### Routing congestion, run 1

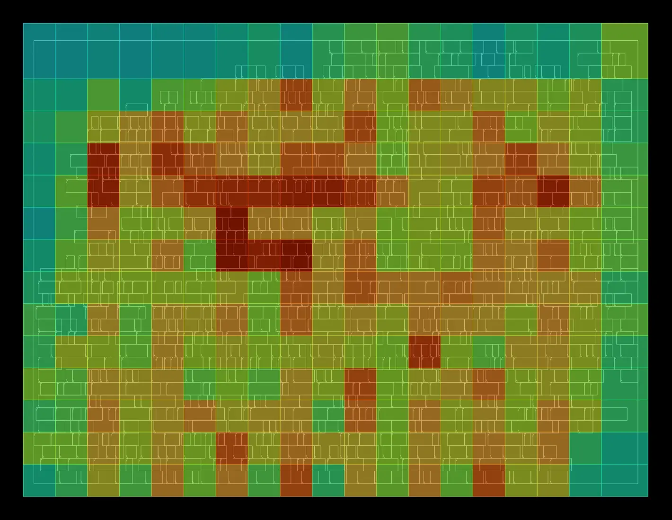
### Clock distribution, run 1

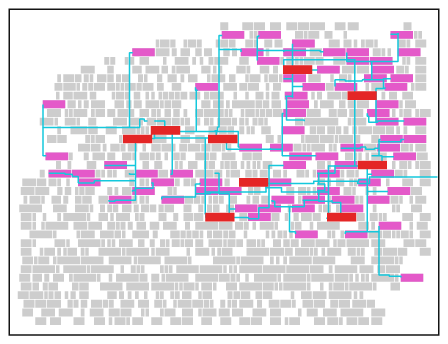
### Cell classes on the final placement, run 1

Scale bar: 50 um.
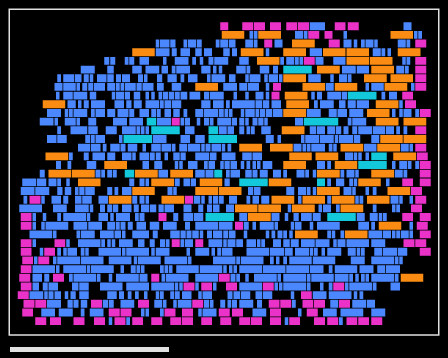
<file path="src/rtl/sobel_pkg.sv">
// sobel_pkg: shared magnitude-mode encodings and gradient width helper for Sobel-family filters
package sobel_pkg;
  localparam logic [1:0] MODE_L1  = 2'd0;
  localparam logic [1:0] MODE_MAX = 2'd1;
  localparam logic [1:0] MODE_GX  = 2'd2;
  localparam logic [1:0] MODE_GY  = 2'd3;
  function automatic int grad_w(input int pixel_w);
    return pixel_w + 3;
  endfunction
endpackage

</file>
<file path="src/rtl/sobel_grad.sv">
// sobel_grad: combinational Sobel Gx/Gy from a row-major 3x3 window
module sobel_grad
  import sobel_pkg::*;
#(
  parameter int PIXEL_W = 8,
  parameter int GRAD_W  = grad_w(PIXEL_W)
) (
  input  logic [9*PIXEL_W-1:0]     window,
  output logic signed [GRAD_W-1:0] gx,
  output logic signed [GRAD_W-1:0] gy
);
  logic signed [GRAD_W-1:0] p [9];
  always_comb begin
    for (int i = 0; i < 9; i++) p[i] = $signed({{(GRAD_W-PIXEL_W){1'b0}}, window[i*PIXEL_W +: PIXEL_W]});
    gy = p[0] + (p[1] <<< 1) + p[2] - p[6] - (p[7] <<< 1) - p[8];
    gx = p[0] + (p[3] <<< 1) + p[6] - p[2] - (p[5] <<< 1) - p[8];
  end
endmodule

</file>
<file path="src/rtl/sobel_edge_pipe.sv">
// sobel_edge_pipe: 3-stage stallable Sobel magnitude/edge pipeline with per-window mode and threshold
module sobel_edge_pipe
  import sobel_pkg::*;
#(
  parameter int PIXEL_W = 8,
  parameter int GRAD_W  = grad_w(PIXEL_W)
) (
  input  logic                 clk,
  input  logic                 rst_n,
  input  logic                 in_valid,
  output logic                 in_ready,
  input  logic [9*PIXEL_W-1:0] in_window,
  input  logic                 in_sof,
  input  logic                 in_eol,
  input  logic [GRAD_W-1:0]    threshold,
  input  logic [1:0]           mode,
  output logic                 out_valid,
  input  logic                 out_ready,
  output logic [PIXEL_W-1:0]   out_mag,
  output logic                 out_edge,
  output logic                 out_sof,
  output logic                 out_eol
);
  logic signed [GRAD_W-1:0] gx_s, gy_s, gx_q, gy_q, gx_d, gy_d;
  logic [GRAD_W-1:0] th1_q, th1_d, th2_q, th2_d, mag2_q, mag2_d, ax, ay, mag_s;
  logic [GRAD_W:0] l1;
  logic [PIXEL_W-1:0] mag3_q, mag3_d;
  logic [1:0] mode1_q, mode1_d;
  logic v1_q, v1_d, v2_q, v2_d, v3_q, v3_d;
  logic sof1_q, sof1_d, eol1_q, eol1_d, sof2_q, sof2_d, eol2_q, eol2_d;
  logic sof3_q, sof3_d, eol3_q, eol3_d, edge3_q, edge3_d;
  logic advance;
  sobel_grad #(.PIXEL_W(PIXEL_W), .GRAD_W(GRAD_W)) u_grad (
    .window (in_window),
    .gx     (gx_s),
    .gy     (gy_s)
  );
  always_comb begin
    advance = !v3_q || out_ready;
    ax = gx_q[GRAD_W-1] ? -gx_q : gx_q;
    ay = gy_q[GRAD_W-1] ? -gy_q : gy_q;
    l1 = {1'b0, ax} + {1'b0, ay};
    mag_s = mode1_q == MODE_L1  ? (l1[GRAD_W] ? '1 : l1[GRAD_W-1:0]) :
            mode1_q == MODE_MAX ? (ax > ay ? ax : ay) :
            mode1_q == MODE_GX  ? ax : ay;
    v1_d    = advance ? in_valid : v1_q;
    gx_d    = advance ? gx_s : gx_q;
    gy_d    = advance ? gy_s : gy_q;
    th1_d   = advance ? threshold : th1_q;
    mode1_d = advance ? mode : mode1_q;
    sof1_d  = advance ? in_sof : sof1_q;
    eol1_d  = advance ? in_eol : eol1_q;
    v2_d    = advance ? v1_q : v2_q;
    mag2_d  = advance ? mag_s : mag2_q;
    th2_d   = advance ? th1_q : th2_q;
    sof2_d  = advance ? sof1_q : sof2_q;
    eol2_d  = advance ? eol1_q : eol2_q;
    v3_d    = advance ? v2_q : v3_q;
    mag3_d  = advance ? (|mag2_q[GRAD_W-1:PIXEL_W] ? '1 : mag2_q[PIXEL_W-1:0]) : mag3_q;
    edge3_d = advance ? mag2_q > th2_q : edge3_q;
    sof3_d  = advance ? sof2_q : sof3_q;
    eol3_d  = advance ? eol2_q : eol3_q;
  end
  always_ff @(posedge clk) begin
    if (!rst_n) begin
      {v1_q, gx_q, gy_q, th1_q, mode1_q, sof1_q, eol1_q} <= '0;
      {v2_q, mag2_q, th2_q, sof2_q, eol2_q} <= '0;
      {v3_q, mag3_q, edge3_q, sof3_q, eol3_q} <= '0;
    end else begin
      {v1_q, gx_q, gy_q, th1_q, mode1_q, sof1_q, eol1_q} <= {v1_d, gx_d, gy_d, th1_d, mode1_d, sof1_d, eol1_d};
      {v2_q, mag2_q, th2_q, sof2_q, eol2_q} <= {v2_d, mag2_d, th2_d, sof2_d, eol2_d};
      {v3_q, mag3_q, edge3_q, sof3_q, eol3_q} <= {v3_d, mag3_d, edge3_d, sof3_d, eol3_d};
    end
  end
  assign in_ready  = advance;
  assign out_valid = v3_q;
  assign out_mag   = mag3_q;
  assign out_edge  = edge3_q;
  assign out_sof   = sof3_q;
  assign out_eol   = eol3_q;
endmodule

</file>
<file path="config.mk">
export PLATFORM = sky130hd
export DESIGN_NAME = sobel_edge_pipe
export DESIGN_NICKNAME = d
export VERILOG_FILES = /design/src/rtl/sobel_pkg.sv /design/src/rtl/sobel_grad.sv /design/src/rtl/sobel_edge_pipe.sv
export SDC_FILE = /design/constraint.sdc
export NUM_CORES = 1
export LEC_CHECK = 0
export CORE_ASPECT_RATIO = 0.75
export CORE_MARGIN = 2
export CORE_UTILIZATION = 56
export DETAILED_ROUTE_END_ITERATION = 12
export PLACE_DENSITY = 0.79
export SLEW_MARGIN = 20
export SYNTH_ARGS = -nofsm -noshare
export SYNTH_HDL_FRONTEND = slang
export SYNTH_SLANG_ARGS = --single-unit
</file>
<file path="constraint.sdc">
create_clock -name clk -period 5.1 [get_ports clk]
set_input_delay 0.51 -clock clk [delete_from_list [all_inputs] [get_ports clk]]
set_output_delay 0.51 -clock clk [all_outputs]
set_load 0.01 [all_outputs]
</file>
==> impl_metrics.csv, run 1 <==
group,metric,value,unit
outcome,status,"completed",
floorplanning,ioPinCount,104,
worst_hold_path,hp-class,"flop to flop",
cells_and_area,regArea,1500,um2
yosys,synth_dominant_cell_count,"inv_1",
global_route,grt_max_degree,52,
run,tool_warnings,45,
power,p_total,4.96,mW
clocking,cts-hold-fix-buffers,0,
yosys,top_area_frac,0.211,
route,vias,6184,
cells_and_area,dominant_cells,"logic gates",
setup_path,r2r_slack,0.74,ns
setup_path,critical_path.endpoint_type,"flop",
clocking,clkSlewWorstSetupHoldPaths,0.06,ns
setup_path,setup.worst_path.start,"in_window[1]",
place,port_buffers,95,
cells_and_area,nonClkBufAreaFrac,0.122,
setup_path,cp.depth,19,
power,pwr.group.clock,0.664,mW
setup_path,crit_family,"adder cells",
route,wl_met1,8.22,mm
clocking,clockBufferDepth,2,
Notes on 'Routing congestion' above:
GRT Util Overall: 0.256
met1 Usage GRT: 0.375
drt wl/cell: 14.7 um
post-layout util: 0.694
GR Util met3: 0.0551

Notes on 'Clock distribution' above:
[cells driving clock nets] red | count: 9
[clock wires] cyan | length: 979 um
[flip-flops] magenta | count: 75
routed clock nets: 10

Notes on 'Cell classes on the final placement' above:
| class | colour | cells |
|---|---|---|
| clock drivers and dummy loads | cyan | 16 |
| flops | orange | 75 |
| other buffers and delay cells | magenta | 107 |
| all other logic | blue | 770 |

## Run 2: what changed since run 1
- CORE_UTILIZATION: 56 -> 35
- PLACE_DENSITY: 0.79 -> 0.53
- SETUP_SLACK_MARGIN: not set -> 0.1
### Clock distribution, run 2

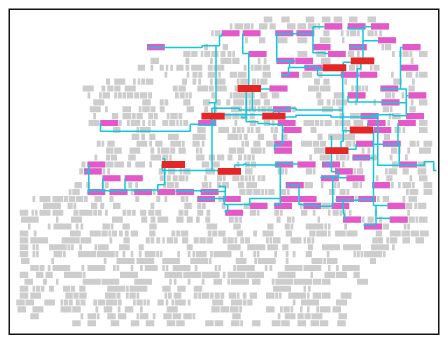
[flip-flops] magenta | count: 75
[clock wires] cyan | length: 1120 um
[cells driving clock nets] red | count: 9
routed clock nets: 10

==> impl_metrics.csv, run 2 <==
group,metric,value,unit
outcome,status,"completed",
global_route,use_met3,0.0266,
global_route,antenna_found_initial,0,
setup_path,r2r_slack,0.66,ns
cells_and_area,final_util,0.435,
cells_and_area,clockBufferCount,9,
global_route,grt_usage,0.172,
final_timing,hold_viol,0,
power,pwr.group.clock,0.637,mW
route,wire_per_inst,14.5,um
floorplanning,ioPinCount,104,
yosys,top_area_frac,0.211,
cells_and_area,buffers_excl_clock,116,
yosys,ys_chip_area,7120,um2
cells_and_area,regArea,1500,um2
setup_path,crit_family,"adder cells",
route,wl_met1,9.74,mm
setup_path,critical_path.endpoint_type,"flop",
place,port_buffers,95,
run,tool_warnings,45,
clocking,clockBufferDepth,2,
cells_and_area,nonClkBufAreaFrac,0.127,
setup_path,cp.depth,19,
clocking,clkSlewWorstSetupHoldPaths,0.06,ns
cells_and_area,dominant_cells,"logic gates",
route,vias,6067,
global_route,grtUsageMet1,0.268,
## Run 3: what changed since run 2
- RECOVER_POWER: not set -> 100
- clock period: 5.1 -> 4.7 ns (I/O delays scaled with it)
### Routing congestion, run 3

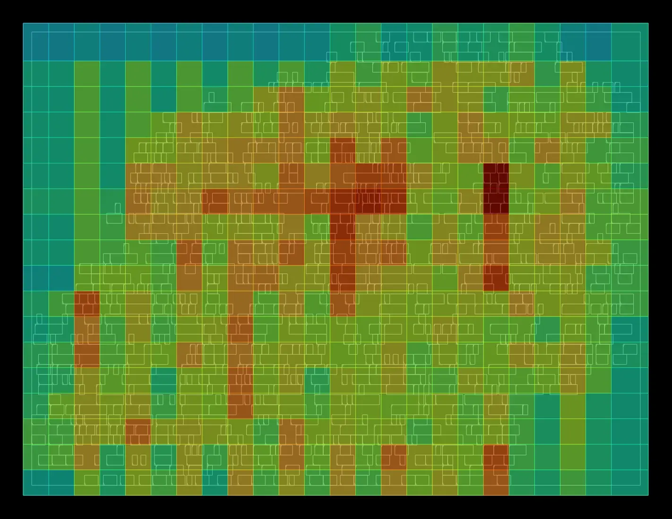
post-layout util: 0.449
GR Util met2: 0.262

==> impl_metrics.csv, run 3 <==
group,metric,value,unit
outcome,status,"finished, violations left",
outcome,failed_checks,"max-capacitance violations, max-slew violations",
route,postRouteAntennaNets,0,
setup_path,critical_path.endpoint_type,"flop",
clocking,clockBufferDepth,2,
floorplanning,ioPinCount,104,
floorplanning,taps,258,
cells_and_area,buffers_excl_clock,142,
clocking,cts_max_level,3,
global_route,grt_max_degree,59,
final_timing,slew_viol_final,51,
yosys,netlist_top_cells_area,"dfxtp_1, ha_1, fa_1, inv_1, nand2_1",
setup_path,crit_family,"adder cells",
global_route,use_met3,0.0270,
clocking,cts_setup_buffers,0,
place,dp_hpwl,14.7,mm
setup_path,r2r_slack,0.33,ns
power,pwr.group.clock,0.669,mW
cells_and_area,dominant_cells,"logic gates",
clocking,numClockSinks,75,
route,drtIter0Drc,491,
worst_hold_path,worstHoldStart,"out_eol",
run,tool_warnings,47,
final_timing,fin_hold_ws,0.459,ns
place,place_congestion,0.901,
clocking,numCtsBuffers,9,
setup_path,startpoint_type,"primary input",
yosys,ys_chip_area,7120,um2
yosys,synth_dominant_cell_count,"inv_1",
worst_hold_path,hp-class,"flop to flop",
cells_and_area,regArea,1500,um2
run,max-cap-violations,1,
route,wire_per_inst,14.7,um
route,vias,6182,
route,wl_met1,10.1,mm
final_timing,slew_headroom,-0.505,
clocking,cts-hold-fix-buffers,0,
global_route,busiest_layer,"met1",
global_route,grt_usage,0.176,
cells_and_area,nonClkBufAreaFrac,0.143,
place,port_buffers,95,
place,dp.cells,1244,
global_route,antenna_found_initial,0,
setup_path,cp.depth,21,
setup_path,setup.worst_path.start,"in_window[1]",
clocking,postCtsResizedCells,10,
cells_and_area,clockBufferCount,9,
global_route,grtUsageMet1,0.270,
No activity file was given, so power comes from the tool's default toggle rates.
